$ cat config.mk
export PLATFORM = sky130hd
export DESIGN_NAME = array_element_streamer
export DESIGN_NICKNAME = d
export VERILOG_FILES = /design/src/rtl/array_element_streamer.sv
export SDC_FILE = /design/constraint.sdc
export NUM_CORES = 1
export LEC_CHECK = 0
export CORE_MARGIN = 10
export CORE_UTILIZATION = 54
export DETAILED_ROUTE_END_ITERATION = 8
export GPL_TIMING_DRIVEN = 0
export PLACE_DENSITY = 0.84
export SLEW_MARGIN = 10
export SYNTH_ARGS = -nofsm -noshare
export SYNTH_HDL_FRONTEND = slang
export SYNTH_SLANG_ARGS = --single-unit
$ cat constraint.sdc
create_clock -name clk -period 7.8 [get_ports clk]
set_input_delay 1.56 -clock clk [delete_from_list [all_inputs] [get_ports clk]]
set_output_delay 1.56 -clock clk [all_outputs]
set_load 0.05 [all_outputs]
$ cat src/rtl/array_element_streamer.sv
// Streams the columns of a captured packed vector one element per handshake,
// forward or reversed, with an optional shortened frame length.
//
// state    | meaning
// S_IDLE   | no frame held; in_ready follows rst_n/abort
// S_STREAM | presenting element pos_q of the captured frame
module array_element_streamer #(
    parameter  int BIT_WIDTH = 4,
    parameter  int COLS      = 8,
    localparam int IDX_W     = $clog2(COLS)
) (
    input  logic                      clk,
    input  logic                      rst_n,
    input  logic                      in_valid,
    output logic                      in_ready,
    input  logic [COLS*BIT_WIDTH-1:0] in_data,
    input  logic [IDX_W:0]            in_len,
    input  logic                      in_reverse,
    input  logic                      abort,
    output logic                      out_valid,
    input  logic                      out_ready,
    output logic [BIT_WIDTH-1:0]      out_data,
    output logic [IDX_W-1:0]          out_index,
    output logic                      out_last,
    output logic                      busy,
    output logic [15:0]               frame_count
);

    localparam logic [0:0]     S_IDLE   = 1'b0;
    localparam logic [0:0]     S_STREAM = 1'b1;
    localparam logic [IDX_W:0] COLS_L   = (IDX_W+1)'(COLS);
    localparam logic [IDX_W:0] ONE      = (IDX_W+1)'(1);

    logic [0:0]                     state_q, state_d;
    logic [COLS-1:0][BIT_WIDTH-1:0] data_q, data_d;
    logic [IDX_W:0]                 len_q, len_d;
    logic [IDX_W:0]                 pos_q, pos_d;
    logic                           rev_q, rev_d;
    logic [15:0]                    frame_count_q, frame_count_d;

    logic           streaming;
    logic           last_elem;
    logic           elem_hs;
    logic           accept;
    logic [IDX_W:0] last_pos;
    logic [IDX_W:0] col;
    logic [IDX_W:0] eff_len;

    assign streaming = (state_q == S_STREAM);
    assign last_pos  = len_q - ONE;
    // pos_q counts elements already sent; col maps that onto a column number
    assign col       = rev_q ? (last_pos - pos_q) : pos_q;
    assign last_elem = streaming & (pos_q == last_pos);
    assign elem_hs   = streaming & out_ready;
    assign in_ready  = rst_n & ~abort & (~streaming | (elem_hs & last_elem));
    assign accept    = in_valid & in_ready;
    assign eff_len   = (in_len == '0 || in_len > COLS_L) ? COLS_L : in_len;

    assign out_valid   = streaming;
    assign busy        = streaming;
    assign out_last    = last_elem;
    assign out_index   = streaming ? col[IDX_W-1:0] : '0;
    assign out_data    = streaming ? data_q[col[IDX_W-1:0]] : '0;
    assign frame_count = frame_count_q;

    always_comb begin
        state_d       = state_q;
        data_d        = data_q;
        len_d         = len_q;
        pos_d         = pos_q;
        rev_d         = rev_q;
        frame_count_d = frame_count_q;
        if (streaming && abort) begin
            state_d = S_IDLE;
        end else begin
            if (elem_hs) begin
                if (last_elem) begin
                    state_d       = S_IDLE;
                    frame_count_d = frame_count_q + 16'd1;
                end else begin
                    pos_d = pos_q + ONE;
                end
            end
            // acceptance on the last handshake overrides the return to idle
            if (accept) begin
                state_d = S_STREAM;
                data_d  = in_data;
                len_d   = eff_len;
                rev_d   = in_reverse;
                pos_d   = '0;
            end
        end
    end

    always_ff @(posedge clk) begin
        if (!rst_n) begin
            state_q       <= S_IDLE;
            data_q        <= '0;
            len_q         <= '0;
            pos_q         <= '0;
            rev_q         <= 1'b0;
            frame_count_q <= '0;
        end else begin
            state_q       <= state_d;
            data_q        <= data_d;
            len_q         <= len_d;
            pos_q         <= pos_d;
            rev_q         <= rev_d;
            frame_count_q <= frame_count_d;
        end
    end

endmodule

==> run summary <==
Implementation results. The via count of the first global-routing pass is 2887. Endpoints with negative setup slack in the final report add up to 0. Deepest level of the CTS H-tree landed at 3. Post-CTS resize count landed at 0.

Largest net degree at the start of global routing landed at 11. Average cell area after synthesis landed at 8.47 um^2. Worst-case vdd ir drop landed at 0.119 mV.

Post-synthesis cell type count landed at around 42. Per the timing report, the biggest fanout along the worst path comes to 10. Leakage power of the design landed at 1.35 nW. The run finished with clean final reports.

Share of the core filled by cells before placement landed at between 50 and 60%. The area growth from synthesis to layout is 32.2%. Worst-skew pair later-pin latency landed at 0.34 ns. The flow reports an fmax of between 0.15 and 0.2 GHz. The min-delay analysis places its worst path in the category flip-flop to flip-flop.

At the worst endpoint, the required time is 6.24 ns. Logged for this run, the post-placement worst setup slack is roughly 2 ns. In this run the clock root is driven by a sky130_fd_sc_hd__clkbuf_8.

Setup skew after layout landed at 0.00565 ns. Total tool warning count landed at 27. The biggest area contributor in the post-synthesis netlist is sky130_fd_sc_hd__dfxtp_1. TritonCTS built the clock tree. For this run, the post-layout net count is 472. Setup repair after global routing left no endpoint under its margin. After detailed routing, the number of remaining DRC violations is 0. Summed standard-cell area reported by yosys landed at 2930 um^2. Number of post-CTS setup repair buffers landed at 0. Number of max-capacitance violations reported landed at 0. Per Yosys stat, the portion of area used by sequential elements is between 30% and 40%. The worst path meets setup with 2.00 ns of slack. Critical path data arrival time landed at roughly 4.2 ns. In the layout the commonest cells are sky130_fd_sc_hd__clkdlybuf4s50_1 (67), sky130_fd_sc_hd__dfxtp_1 (58), sky130_fd_sc_hd__nand2_1 (51). Post-detailed-placement half-perimeter wirelength landed at 5.94 mm. Number of enable-type register cells in the synthesized netlist landed at 0. The die is 93.7 um tall. Leaving out fill and tap cells, the most frequent cell in the layout is sky130_fd_sc_hd__clkdlybuf4s50_1.

The critical path in this run is classified as primary input to primary output. Hold-fix buffer count after cts landed at 0. Counting pins that exceed their max-slew limit in the final report gives 0. Net count after synthesis landed at 394. The main area contributors are sky130_fd_sc_hd__dfxtp_1 (40%), sky130_fd_sc_hd__o21ai_0 (7.5%), sky130_fd_sc_hd__nand3_1 (7.0%). The clock period could shrink to between 5 and 6 ns. Per the detail_route report, vias per standard cell equal around 5.9. Among all flip-flop cells after synthesis, the most frequent one is sky130_fd_sc_hd__dfxtp_1. The first detailed-routing pass ran for 5 iterations. After routing, the total negative slack on setup checks comes to 0 ns. The floorplan report gives the top-level pin count as between 60 and 70. Number of routed nets with antenna violations landed at 0.

STA classifies the critical path startpoint as a primary input. The congestion estimate from routability-driven global placement came to 0.879. In this run the tool buffered the top-level ports with 67 buffer cells.

Cell count after placement landed at 483. Area of the die landed at 8770 um^2. Total power density per cell area landed at 172 nW/um^2. After synthesis the netlist holds a flip-flop and latch count of 58. Maximum buffer depth of the clock tree landed at 2. Looking at the max-slew report, the worst-margin pin has a slew of 0.856 ns. For this block, the initial DRC count from the detailed router was 235. Number of diodes landed at 0.

For this run the aggregate overflow at the end of global routing stands at 0. For this design, Yosys synthesis ends with a cell count of 346. The post-route netlist has slightly above 7% of its cells at a drive strength greater than 1. Summed instance area of the synthesized netlist landed at 2930 um^2. Number of hold-slack violations in the final timing report landed at 0. TritonCTS sink count landed at 58. Global-route wire length before repair landed at 13.5 mm.
[synth_stat cells (all sizes together), types with 6 or more instances]
cell type and count:
nor2b 8, nor2 8, clkbuf 19, a21oi 11, xnor2 9, nor3 6, dfxtp 58, nand2 51
mux4 8, or3 9, o21ai 46, inv 8, nand3 41, mux2i 7
[metrics by stage]
stage | hold WS [ns] | power, mW
after floorplan | 0.433 | 0.363
after global placement | 0.441 | 0.399
after detailed placement | 0.448 | 0.401
after CTS | 0.457 | 0.667
after global routing | 0.470 | 0.688
final | 0.459 | 0.667
[where the power goes]
part           switching [mW]  internal (mW)  leakage, nW  total, mW
logic                  0.0435         0.0404        0.779     0.0839
registers             0.00601          0.307        0.472      0.313
clock network           0.117          0.154       0.0962      0.270
[flip-flops by register name, summed over array words and instances (netlist names)]
signal / cells
pos_q: 4
rev_q: 1
frame_count: 16
data_q: 32
len_q: 4
busy: 1
[per-layer routing]
| metal | global-route usage [%] | vias to the layer above | share of wire [%] |
|---|---|---|---|
| met5 | 0 | - | 0 |
| met3 | 6.39 | 14 | 10 |
| li1 | - | 1391 | - |
| met1 | 22.0 | 1367 | 40 |
| met4 | 7.97 | 0 | 1.5 |
| met2 | 31.8 | 150 | 48 |
[worst max-delay path, stage by stage]
cell and delay [ns]:
sky130_fd_sc_hd__clkdlybuf4s50_1 0.55, sky130_fd_sc_hd__nand3_1 0.10, sky130_fd_sc_hd__o31ai_1 0.45, sky130_fd_sc_hd__clkbuf_1 0.46, sky130_fd_sc_hd__nor3b_1 0.27, sky130_fd_sc_hd__clkdlybuf4s50_1 0.84
[final cells by class]
class	instances	area, um^2	area share [%]
timing repair buffer	67	671	17.3
buffer	24	105	2.71
inverter	8	30.0	0.775
sequential	58	1160	30.0
multi-input combinational	256	1630	42.2
clock inverter	3	40.0	1.03
tap	70	87.6	2.26
clock buffer	12	145	3.75
[cells by family (layout without fill, tap and decap cells)]
logic type | after synthesis | in the layout | synth area share (%)
simple gates | 155 | 155 | 27.3
compound gates | 70 | 70 | 13.2
flops | 58 | 58 | 39.6
buf+inv | 32 | 114 | 4.61
mux | 15 | 15 | 8.54
xor+xnor | 10 | 10 | 3.80
fa+ha+maj | 6 | 6 | 2.82
[worst paths after layout]
check / from / to / slack (ns) / depth (start not counted)
min: data_q[20] / data_q[20] / 0.46 / 2
max: out_ready / in_ready / 2.00 / 6
min reg2reg: data_q[20] / data_q[20] / 0.46 / 2
max reg2reg: len_q[0] / frame_count[6] / 5.10 / 9
### Supply network

The bar under the picture is 20 um long. Pins as bars on the die edge. Tap cells in gray.
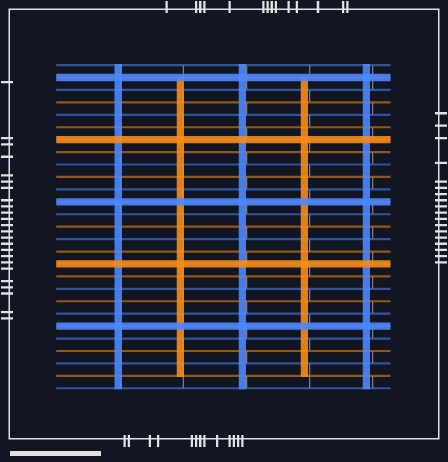
| net | color |
|---|---|
| VSS | blue |
| VDD | orange |
met4 straps: 5
met1 rails: 27
met5 straps: 5
tap cells: 70

### Cell classes on the final placement

The bar under the picture is 20 um long.
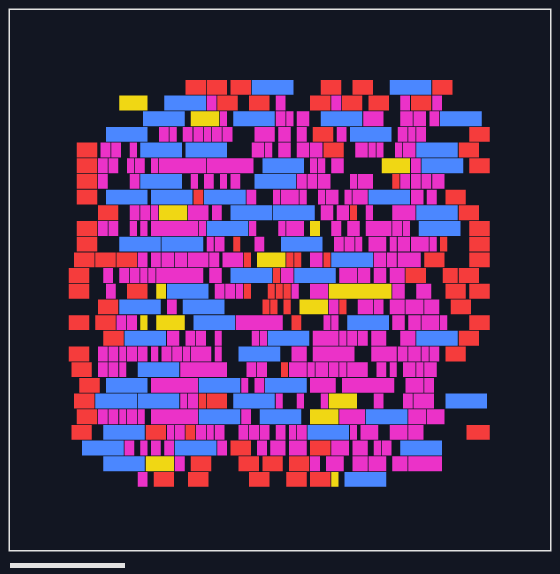
| class | color | cells | share of their area |
|---|---|---|---|
| clock drivers and dummy loads | yellow | 15 | 4.9% |
| combinational and other logic | magenta | 264 | 44% |
| remaining buffers and delay cells | red | 91 | 20% |
| sequential cells | blue | 58 | 31% |
number of rows created at floorplan: 26
post-layout instance area: 3870 um^2

### Clock network drawn from the DEF

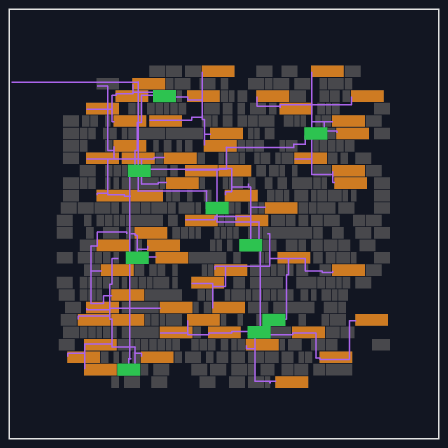
[clock wires] purple | length: 767 um
[clock drivers] green | count: 9
[flip-flops] orange | count: 58
routed clock nets: 10

### Metal layers overlaid

The bar under the picture is 20 um long. Only two layers are drawn.
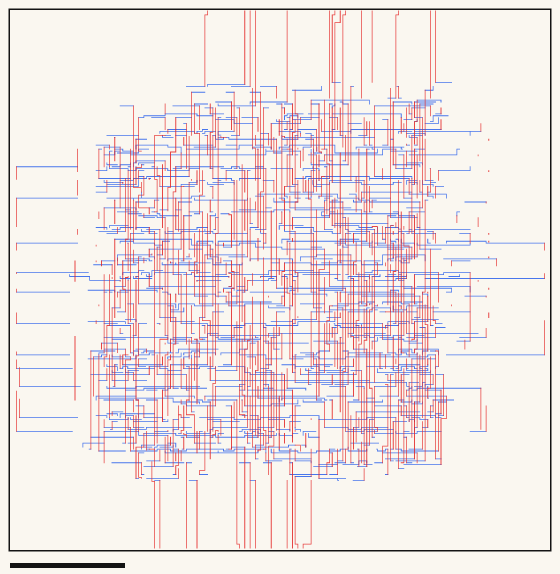
| layer | color | wire length |
|---|---|---|
| metal 1 | blue | 3360 um |
| metal 2 | red | 4090 um |
via count: 2922
total global-route track usage: 19.1%
total wirelength of the detailed-routed design: 8.43 mm
post-detailed-route wirelength per cell: 16.9 um

### Placed standard cells

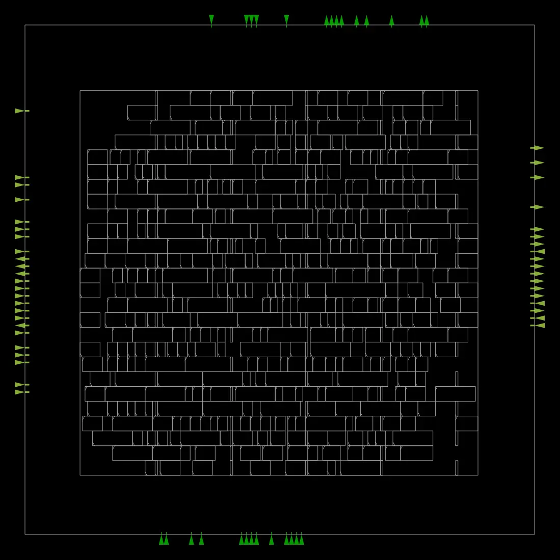
post-layout util: 74.9%
TAP cells: 70
Non-Filler Instances: 498
CORE AREA: 5170 um^2
register fraction of the total cell area: 30.0%

No activity file was given, so power comes from the tool's default toggle rates.
